==> src/rtl/uart_tx.sv <==
// UART transmitter: small write FIFO feeding a start/data/stop serialiser paced by a 16x baud_tick.
// The line output is registered and idles high; frames go out LSB first.
module uart_tx #(
  parameter int DATA_BITS  = 8,
  parameter int FIFO_DEPTH = 4,
  parameter int STOP_TICKS = 16
) (
  input  logic                 clk,
  input  logic                 reset,
  input  logic                 baud_tick,
  input  logic                 wr_en,
  input  logic [DATA_BITS-1:0] din,
  output logic                 full,
  output logic                 empty,
  output logic                 tx,
  output logic                 tx_busy,
  output logic                 tx_done_tick,
  output logic                 overflow
);

  localparam int PTR_W  = $clog2(FIFO_DEPTH);
  localparam int CNT_W  = $clog2(FIFO_DEPTH + 1);
  localparam int BIT_W  = (DATA_BITS > 1) ? $clog2(DATA_BITS) : 1;
  localparam int STOP_W = (STOP_TICKS > 1) ? $clog2(STOP_TICKS) : 1;
  localparam int TICK_W = (STOP_W > 4) ? STOP_W : 4;

  localparam logic [1:0] S_IDLE  = 2'd0;
  localparam logic [1:0] S_START = 2'd1;
  localparam logic [1:0] S_DATA  = 2'd2;
  localparam logic [1:0] S_STOP  = 2'd3;

  logic [DATA_BITS-1:0] mem_q [FIFO_DEPTH];
  logic [PTR_W-1:0]     wr_ptr_q, wr_ptr_d, rd_ptr_q, rd_ptr_d;
  logic [CNT_W-1:0]     count_q, count_d;
  logic                 push, pop;

  logic [1:0]           state_q, state_d;
  logic [TICK_W-1:0]    tick_q, tick_d;
  logic [BIT_W-1:0]     bit_q, bit_d;
  logic [DATA_BITS-1:0] shift_q, shift_d;
  logic                 tx_q, tx_d;
  logic                 done_q, done_d;
  logic                 ovf_q, ovf_d;

  assign full         = (count_q == CNT_W'(FIFO_DEPTH));
  assign empty        = (count_q == '0);
  assign push         = wr_en && !full;
  assign pop          = (state_q == S_IDLE) && !empty;
  assign tx           = tx_q;
  assign tx_busy      = (state_q != S_IDLE);
  assign tx_done_tick = done_q;
  assign overflow     = ovf_q;

  // full is the pre-edge value, so a write into a full FIFO is dropped even when a pop frees a slot.
  always_comb begin
    wr_ptr_d = wr_ptr_q;
    rd_ptr_d = rd_ptr_q;
    count_d  = count_q;
    ovf_d    = wr_en && full;
    if (push) wr_ptr_d = wr_ptr_q + PTR_W'(1);
    if (pop)  rd_ptr_d = rd_ptr_q + PTR_W'(1);
    case ({push, pop})
      2'b10:   count_d = count_q + CNT_W'(1);
      2'b01:   count_d = count_q - CNT_W'(1);
      default: count_d = count_q;
    endcase
  end

  always_comb begin
    state_d = state_q;
    tick_d  = tick_q;
    bit_d   = bit_q;
    shift_d = shift_q;
    done_d  = 1'b0;
    case (state_q)
      S_IDLE: begin
        if (!empty) begin
          shift_d = mem_q[rd_ptr_q];
          tick_d  = '0;
          state_d = S_START;
        end
      end
      S_START: begin
        if (baud_tick) begin
          if (tick_q == TICK_W'(15)) begin
            tick_d  = '0;
            bit_d   = '0;
            state_d = S_DATA;
          end else begin
            tick_d = tick_q + TICK_W'(1);
          end
        end
      end
      S_DATA: begin
        if (baud_tick) begin
          if (tick_q == TICK_W'(15)) begin
            tick_d  = '0;
            shift_d = shift_q >> 1;
            if (bit_q == BIT_W'(DATA_BITS - 1)) state_d = S_STOP;
            else                                bit_d   = bit_q + BIT_W'(1);
          end else begin
            tick_d = tick_q + TICK_W'(1);
          end
        end
      end
      default: begin
        if (baud_tick) begin
          if (tick_q == TICK_W'(STOP_TICKS - 1)) begin
            tick_d  = '0;
            state_d = S_IDLE;
            done_d  = 1'b1;
          end else begin
            tick_d = tick_q + TICK_W'(1);
          end
        end
      end
    endcase
    // Line level is registered from the next state so tx moves on the same edge as the FSM.
    case (state_d)
      S_START: tx_d = 1'b0;
      S_DATA:  tx_d = shift_d[0];
      default: tx_d = 1'b1;
    endcase
  end

  always_ff @(posedge clk or posedge reset) begin
    if (reset) begin
      state_q  <= S_IDLE;
      tick_q   <= '0;
      bit_q    <= '0;
      tx_q     <= 1'b1;
      done_q   <= 1'b0;
      ovf_q    <= 1'b0;
      wr_ptr_q <= '0;
      rd_ptr_q <= '0;
      count_q  <= '0;
    end else begin
      state_q  <= state_d;
      tick_q   <= tick_d;
      bit_q    <= bit_d;
      tx_q     <= tx_d;
      done_q   <= done_d;
      ovf_q    <= ovf_d;
      wr_ptr_q <= wr_ptr_d;
      rd_ptr_q <= rd_ptr_d;
      count_q  <= count_d;
    end
  end

  always_ff @(posedge clk) begin
    if (push) mem_q[wr_ptr_q] <= din;
    shift_q <= shift_d;
  end

endmodule

==> config.mk <==
export PLATFORM = sky130hd
export DESIGN_NAME = uart_tx
export DESIGN_NICKNAME = d
export VERILOG_FILES = /design/src/rtl/uart_tx.sv
export SDC_FILE = /design/constraint.sdc
export NUM_CORES = 1
export LEC_CHECK = 0
export ABC_AREA = 0
export CELL_PAD_IN_SITES_DETAIL_PLACEMENT = 2
export CELL_PAD_IN_SITES_GLOBAL_PLACEMENT = 2
export CORE_MARGIN = 1
export CORE_UTILIZATION = 30
export CTS_CLUSTER_DIAMETER = 30
export DETAILED_ROUTE_END_ITERATION = 16
export GPL_TIMING_DRIVEN = 0
export PLACE_DENSITY_LB_ADDON = 0.1
export SLEW_MARGIN = 20
export SYNTH_ARGS = -nofsm -noshare
export SYNTH_HDL_FRONTEND = slang
export SYNTH_SLANG_ARGS = --single-unit
export TNS_END_PERCENT = 100
==> constraint.sdc <==
create_clock -name clk -period 1.93 [get_ports clk]
set_clock_uncertainty 0.05 [all_clocks]
set_input_delay 0.2895 -clock clk [delete_from_list [all_inputs] [get_ports clk]]
set_output_delay 0.2895 -clock clk [all_outputs]
set_load 0.03 [all_outputs]
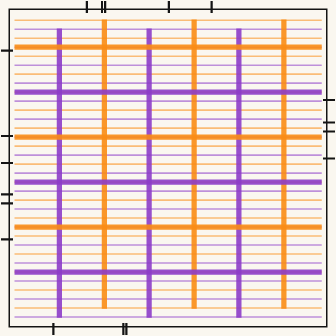
**Above:** run 1 (power grid).
Pins as bars on the die edge.
VDD: marked orange. VSS: marked purple.
The core has 33 rows. 34 met1 rails follow the rows.

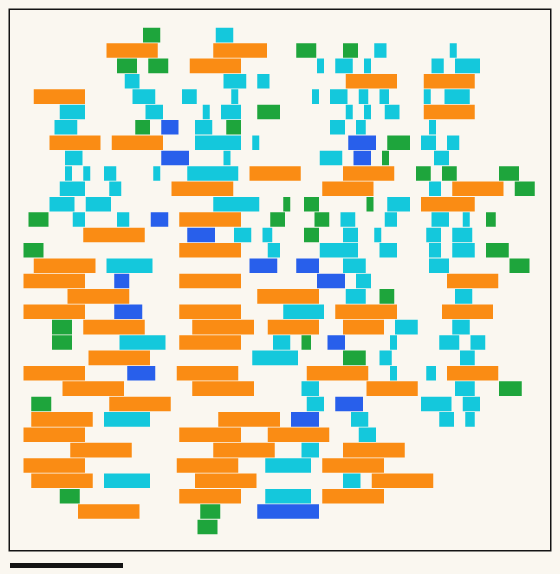
**Above:** run 1 (placed cells, one color a class).
The bar under the picture is 20 um long.
other buffers and delay cells: marked green, cells 35, share of their area 9.6%. flops: marked orange, cells 59, share of their area 53%. all other logic: marked cyan, cells 103, share of their area 30%. clock drivers and dummy loads: marked blue, cells 16, share of their area 6.6%.

==> summary.txt, run 1 <==
This memo summarizes the results of the implementation run.

Drt
The routed design uses 134 um of met3 wire. The met2 routed wirelength is 2.76 mm. The total iterations of the first detailed-routing run is 4. The remaining antenna violation count is 0.

The detailed-route DRC error count is 0. The post-route report lists met1 wire length as 2.46 mm. Per the log, the first TritonRoute iteration ended with a DRC count of 30. After detailed routing, the number of vias per cell comes to 4.87. The highest layer used for signal routing is met4.

Layout
The cell group occupying the most layout area is flip-flops and latches. The final design was reported to hold multi-input combinational gates totalling 90. The layout report lists the combined flip-flop and latch area as 1670 um2. The number of diodes added for antenna fixing is 0. In the final layout, clock buffers and inverters account for 6.37% of the cell area. According to the cell report, flip-flops and latches in the layout number 59.

mem_q holds more flip-flops than any other register. The area of the multi-input gates is 897 um2. Measured on the final layout, buffering overhead outside the clock network stands at 9.24%. The proportion of layout cells with a drive suffix above 1 is 28.6%. The filler cells instantiated in the layout total 844.

The tally of non-filler cells in the final layout is 318. The registers reported with the highest flop counts are mem_q x32, shift_q x8, tick_q x4. The number of inverters outside the clock class in the layout is 13. The count of nets after finishing is 229.

The highest-count logic cell in the final layout is edfxtp_1. Per the layout area report, the combinational fraction of cell area is 27.5%. The top cell types in the final layout, fill and taps aside, are 39 x edfxtp_1, 17 x dfrtp_1, 14 x clkdlybuf4s50_1, 10 x inv_1, 10 x buf_4. Of the total standard cell area in the layout, the sequential portion is 51.2%. Relative to the synthesized area, the layout overhead comes to 24.2%. The utilization after layout is 39.1%. The area of all placed cells without fillers is 3260 um2. The number of flip-flops in the largest register is 32. The plain and repair buffers instantiated in the layout total 35.

Clock tree
TritonCTS reports the number of clock sinks as 59. The maximum root-to-sink buffer count is 2. The H-tree depth is 3. Looking at the post-CTS report, the setup buffer insertion count equals 6. The TritonCTS clock tree is done. Clock-pin slew was measured on the worst setup and hold paths at 0.08 ns.

The tree is rooted in a clkbuf_8. The total clock buffers created by CTS is 9. The clock latency on the worst-skew pair is 0.34 ns. Hold repair after CTS inserted 0 buffers.

In this run, post-CTS repair resized a total of 21 instances.

Worst setup path
For reference, the critical path cell chain is or3_1, buf_6, nand2_8, inv_8, ha_4, inv_2, fa_2, xor2_1, nor2_1, xor2_1. The maximum fanout along the worst path is 3. The worst setup path endpoint is count_q[2]. Tracing the worst setup path back leads to its startpoint at count_q[1].

The depth of the critical timing path with buffers and inverters included is 10. The critical path is of the reg2reg type. The slowest cell on the critical path is dfrtp_1. The most used cell along the critical path is xor2_1.

The OpenROAD report gives the critical path a required time of 2.10 ns. The type of element capturing the critical path is a register. Looking at the reg2reg group, the worst path ends at count_q[2]. The count of buffer and inverter cells on the critical path is 3. In this design, the largest share of critical-path delay is due to simple AND/OR/NAND/NOR gates. The worst setup path is launched from a register.

The startpoint identified for the worst register-to-register timing path is count_q[1]. The worst reg2reg path depth is 10.

Global routing
The met1 track demand over resource is 17.6%. The number of global-route vias before repair came to 1738. The wire length of the first global-routing pass is 9.15 mm. The maximum number of pins on one net before global-route repair is 20.

The remaining global-route overflow is 0. The global routing stage identified its most utilized layer as met2. The total global routing track utilization is 14.2%.

Yosys
The synthesized design contains 39 enable-type register cells. The post-synthesis mux area share is 8.43%. The cell count after synthesis is 171. By area, the combinational part of the netlist is dominated by AND-OR/OR-AND gates. The synthesized net count is 192.

The sequential cell area fraction in the yosys report is 63.5%. The total number of yosys warnings is 0. The number of cells in Yosys stat is 171. The synthesized netlist devotes 8.48% of its cell area to compound gates. The synthesis area per yosys is 2630 um2. Per the post-synthesis stats, the area per cell is 15.4 um2. The dominant cell type by area after synthesis is edfxtp_1. The most used flip-flop cell after synthesis is edfxtp_1. The fraction of the mapped netlist area in simple logic gates is 8.29%.

In the Yosys stats the netlist draws on 49 distinct library cells. Synthesis inferred 59 register bits. In this run the cell area of the synthesized design comes to 2630 um2. After synthesis, the share of flip-flops with an asynchronous set or reset is 32.2%.

Summing the areas of all fa, ha and maj instances in the mapped netlist gives 4.57% of the synthesized area. Of the post-synthesis cell area, the dominant cell type holds 44.6%. Yosys attributes the largest share of cell area to edfxtp_1 45%, dfrtp_1 17%, mux4_2 6.9%.

Timing
Headroom to the max-slew limit came out at 47.1%. Based on the critical path, the design can be clocked at up to 521 MHz. The worst path needs 1.92 ns of the cycle, external delays included. Per the final timing report, the hold violations number 0. Setup repair after global routing could not meet its margin everywhere.

Hold is met by 0.348 ns. The worst path uses 99.4% of the clock period. The final total negative setup slack is 0 ns. After layout, the worst setup slack is 0.0122 ns.

Job
The count of tool warnings is 31. The max capacitance violation total is 0.

Floorplan
Across the placement rows, the number of tap cells is 105. The report lists the number of standard-cell rows as 33. The area of the core is 8340 um2. The total die size is 9130 um2. The die is 95.6 um wide.

The floorplan-stage core utilization is 31.5%. The vertical die dimension reported for this design is 95.6 um.

Power and ir drop
The share of total power dissipated in the clock network is 28.8%. The worst ir drop on vdd is 0.000472 V. The flow reports power dissipated in sequential cells as 0.00180 W. The power report lists cell-internal power as 0.00279 W. The total power density per cell area is 1260 nW/um2. The share of total power dissipated in combinational logic is 27.7%. Power attributed to the clock group is 0.00119 W. The power spent charging and discharging nets is 0.00133 W.

The flow reports that sequential cells draw 43.5% of the design power. The leakage power summed over all cells is 1.24 nW. Power comes to 0.00413 W.

Place
The number of buffer cells added on primary ports is 17. The number of placed instances with taps included is 293. Once placement finished, the instance area stood at 2940 um2.

According to the dpl log, the detail-placed design has an HPWL of 3.83 mm.

Outcome
The run finished with clean final reports.

Hold path
The path category of the worst min-delay check is in2async.
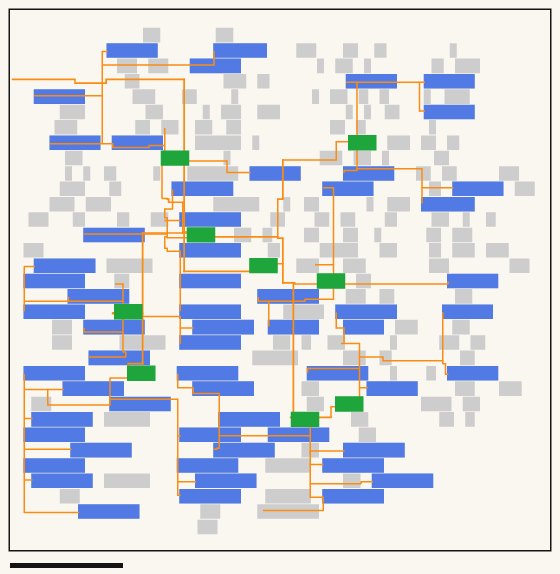
**Above:** run 1 (clock network drawn from the DEF).
The bar under the picture is 20 um long.
flip-flops: marked blue, count 59. cells driving clock nets: marked green, count 9. clock wires: marked orange, length 841 um.
Position of the flops: spread over the die.

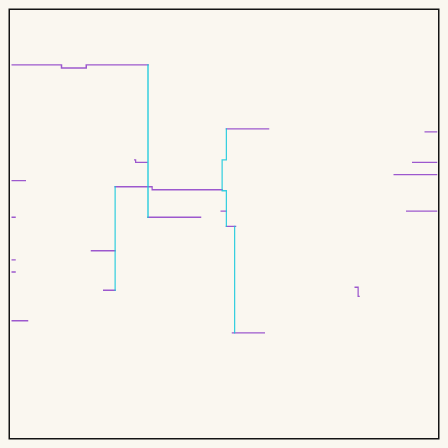
**Above:** run 1 (signal wires by layer).
Only two layers are drawn.
met3: marked purple, wire length 134 um. met4: marked cyan, wire length 105 um.
total vias in the final route: 1549
post-detailed-routing wire length: 5.46 mm
routed wire length per instance: 17.2 um

--- run 2 (diff from run 1) ---
Settings changed: PLACE_DENSITY_LB_ADDON 0.1 to 0.25, SLEW_MARGIN 20 to not set.
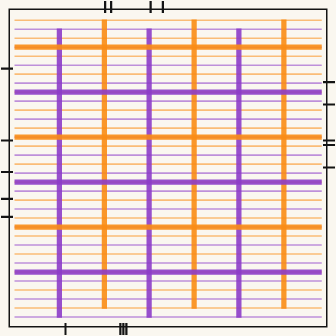
**Above:** run 2 (power grid).
Pins as bars on the die edge.
VSS: marked purple. VDD: marked orange.
34 met1 rails follow the rows. 18 signal pins sit on the boundary. 6 straps on met4.
standard cell core area: 8340 um2
horizontal die dimension: 95.6 um

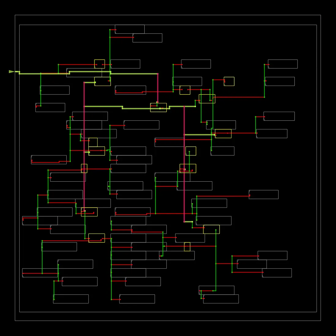
**Above:** run 2 (clock wiring as the flow saved it).
CLK BUF: 9
number of CTS-inserted buffers: 9
clock latency of the later-clocked register in the worst-skew pair: 0.34 ns
layout sequential cell count: 59

==> summary.txt, run 2 <==
This memo summarizes the results of the implementation run.

Drt
The detailed-route DRC error count is 0. The count of nets left with antenna violations once routing finished came out at 0. The average routed wire per standard cell is 18.8 um. The highest layer used for signal routing is met4. The detailed router reports a met3 wire length of 145 um.

In the per-layer breakdown of the detailed-route log, met1 shows 2.60 mm. Per the detail_route report, vias per standard cell equal 4.93. The total wire length after detailed routing is 6.09 mm. The detailed router placed 1597 vias in this run.

Per the log, the first TritonRoute iteration ended with a DRC count of 35. The met2 routed wirelength is 3.26 mm. The total iterations of the first detailed-routing run is 4.

Floorplan
The design received a total of 105 well taps at floorplan. Once the floorplan was initialized, standard cells occupied 31.5% of the core. Row generation in the floorplan step produced 33 rows. After floorplanning, the die was sized to cover 9130 um2.

Yosys
After synthesis, the cell types taking the most area are edfxtp_1 45%, dfrtp_1 17%, mux4_2 6.9%. For reference, full adder, half adder and majority cells occupy 4.57% of the area reported after synthesis. Per the synth stats, the proportion of register bits with asynchronous set or reset is 32.2%.

The post-synth tally of flip-flops with integrated enable is 39. When the netlist entered floorplanning its net count stood at 192. Per the post-synthesis report, the number of cells in the design is 171. The sequential cell area fraction in the yosys report is 63.5%. The fraction of the mapped netlist area in simple logic gates is 8.29%. The distinct cell type count after synthesis is 49. Looking at area per cell type in the netlist, the leader is edfxtp_1. The per-instance average area after synthesis is 15.4 um2. The main flop type is edfxtp_1. The main combinational cell family by area after synthesis is AND-OR/OR-AND gates. The synthesized netlist devotes 8.48% of its cell area to compound gates. The Yosys step of the flow raised 0 warnings. The synthesis area per yosys is 2630 um2. The synthesis-stage register bit count is 59. The post-synthesis mux area share is 8.43%. The area fraction of the largest cell type after synthesis is 44.6%. The synth_stat.txt file lists the number of cells as 171.

Layout
The area of the multi-input gates is 905 um2. The number of fillers in the final layout is 840. The layout has 13 inverters outside the clock class. Leaving out the clock tree, the finished layout contains a buffer count of 41.

The tally of non-filler cells in the final layout is 324. The proportion of layout cells with a drive suffix above 1 is 30.6%. The fraction of cell area in sequential cells is reported as 50.5%. In the layout the commonest cells are 39 x edfxtp_1, 16 x dfrtp_1, 14 x clkdlybuf4s50_1, 14 x buf_4, 10 x inv_1. The number of flip-flops in the largest register is 32. The layout report lists the clock-cell share of area as 5.34%.

The utilization after layout is 39.6%. The count of nets after finishing is 235. In the final layout, the registers with the most flip-flops are mem_q x32, shift_q x8, tick_q x4.

The layout stage reports a final design area of 3310 um2. Per the layout area report, the combinational fraction of cell area is 27.4%. The number of diodes added for antenna fixing is 0. By area, flip-flops and latches come first.

The highest-count logic cell in the final layout is edfxtp_1. The area growth from synthesis to layout is 25.9%. The register containing the most flip-flops in the final layout is mem_q. Registers take 1670 um2. In the layout the tool counted multi-input logic cells amounting to 90.

Timing
The remaining max-slew budget at the tightest pin is 44.5%. The total of endpoints with negative setup slack in the final report is 2. The critical path in the final layout is reported with a setup slack of -0.0493 ns.

The final total negative setup slack is -0.0749 ns. The worst-case hold slack is 0.367 ns. Static timing analysis puts the maximum clock frequency at 505 MHz.

Setup repair after global routing could not meet its margin everywhere. The minimum clock period after layout is 1.98 ns. The final timing report lists a hold violation count of 0. OpenROAD reports that the post-layout worst path occupies 103% of the period.

Global routing
The wire length of the first global-routing pass is 9.73 mm. Global routing used 17.3% of the available met1 tracks. The remaining global-route overflow is 0. The global routing stage identified its most utilized layer as met2.

Global routing used 15.1% of the available tracks. Entering global routing, the biggest net connects 20 pins. The number of global-route vias before repair is 1825.

Worst setup path
The data required time reported for the critical path is 2.12 ns. According to the timing report, the arrival time at the worst endpoint equals 2.17 ns. The start point of the critical path is count_q[1]. The worst setup path is launched from a register. The depth of the critical timing path with buffers and inverters included is 8. The maximum fanout along the worst path is 3. The capture point of the worst register-to-register path is recorded as count_q[1]. Listed in order, past its start point the critical path passes or3_1, buf_6, nand2_8, inv_8, ha_4, inv_2, fa_2, mux2i_1.

The largest stage delay on the critical path is 0.43 ns. The worst setup path endpoint is count_q[1]. For the worst reg-to-reg path, the startpoint reported by OpenROAD is count_q[1]. The number of cells on the worst reg-to-reg path is 8. The worst setup path is of the reg2reg kind. The worst setup path is captured at a register. Broken down by cell family, the worst path's largest delay share belongs to adder cells. The count of buffer and inverter cells on the critical path is 3.

The slowest cell on the critical path is fa_2.

Outcome
The checks that failed: negative setup slack. The run finished, with violations left.

Place
Once placement finished, the instance area stood at 2940 um2. In the placement report, post-DP HPWL is listed as 4.13 mm. The number of placed instances with taps included is 293. The number of buffer cells added on primary ports is 17.

Clock tree
CTS saw 59 sinks. The TritonCTS clock tree is done. The root buffer cell chosen for the clock tree is clkbuf_8. The longest clock path from root to sink contains 2 buffers. The clock transition at the register clock pins on the worst setup and hold paths after CTS is 0.07 ns. The total of cells resized after clock tree synthesis is 23. Buffers inserted to repair hold after CTS numbered 0. The H-tree generated during clock tree synthesis spans 3 levels.

Looking at the post-CTS report, the setup buffer insertion count equals 12.

Job
The count of tool warnings is 31.

Power and ir drop
Looking at the power breakdown, combinational cells take 30.8% of the total. Total power for the finished layout comes to 0.00407 W. The total sequential power is 0.00180 W. The leakage power summed over all cells is 1.26 nW.

The worst ir drop on vdd is 0.000494 V. The power in combinational cells is 0.00125 W. Registers are responsible for 44.2% of the overall power. Cell internal power was estimated by the tool at 0.00271 W. The power spent charging and discharging nets is 0.00135 W.

Hold path
The path category of the worst min-delay check is in2async.
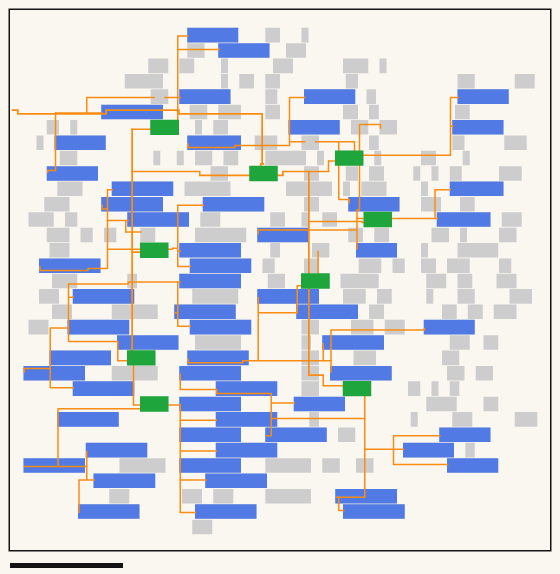
**Above:** run 2 (clock network drawn from the DEF).
The bar under the picture is 20 um long.
cells driving clock nets: marked green, count 9. flip-flops: marked blue, count 59. clock wires: marked orange, length 868 um.
Position of the flops: spread over the die. There are 10 routed clock nets.
Power Clock: 0.00101 W
clock network fraction of design power: 24.9%

No activity file was given, so power comes from the tool's default toggle rates.
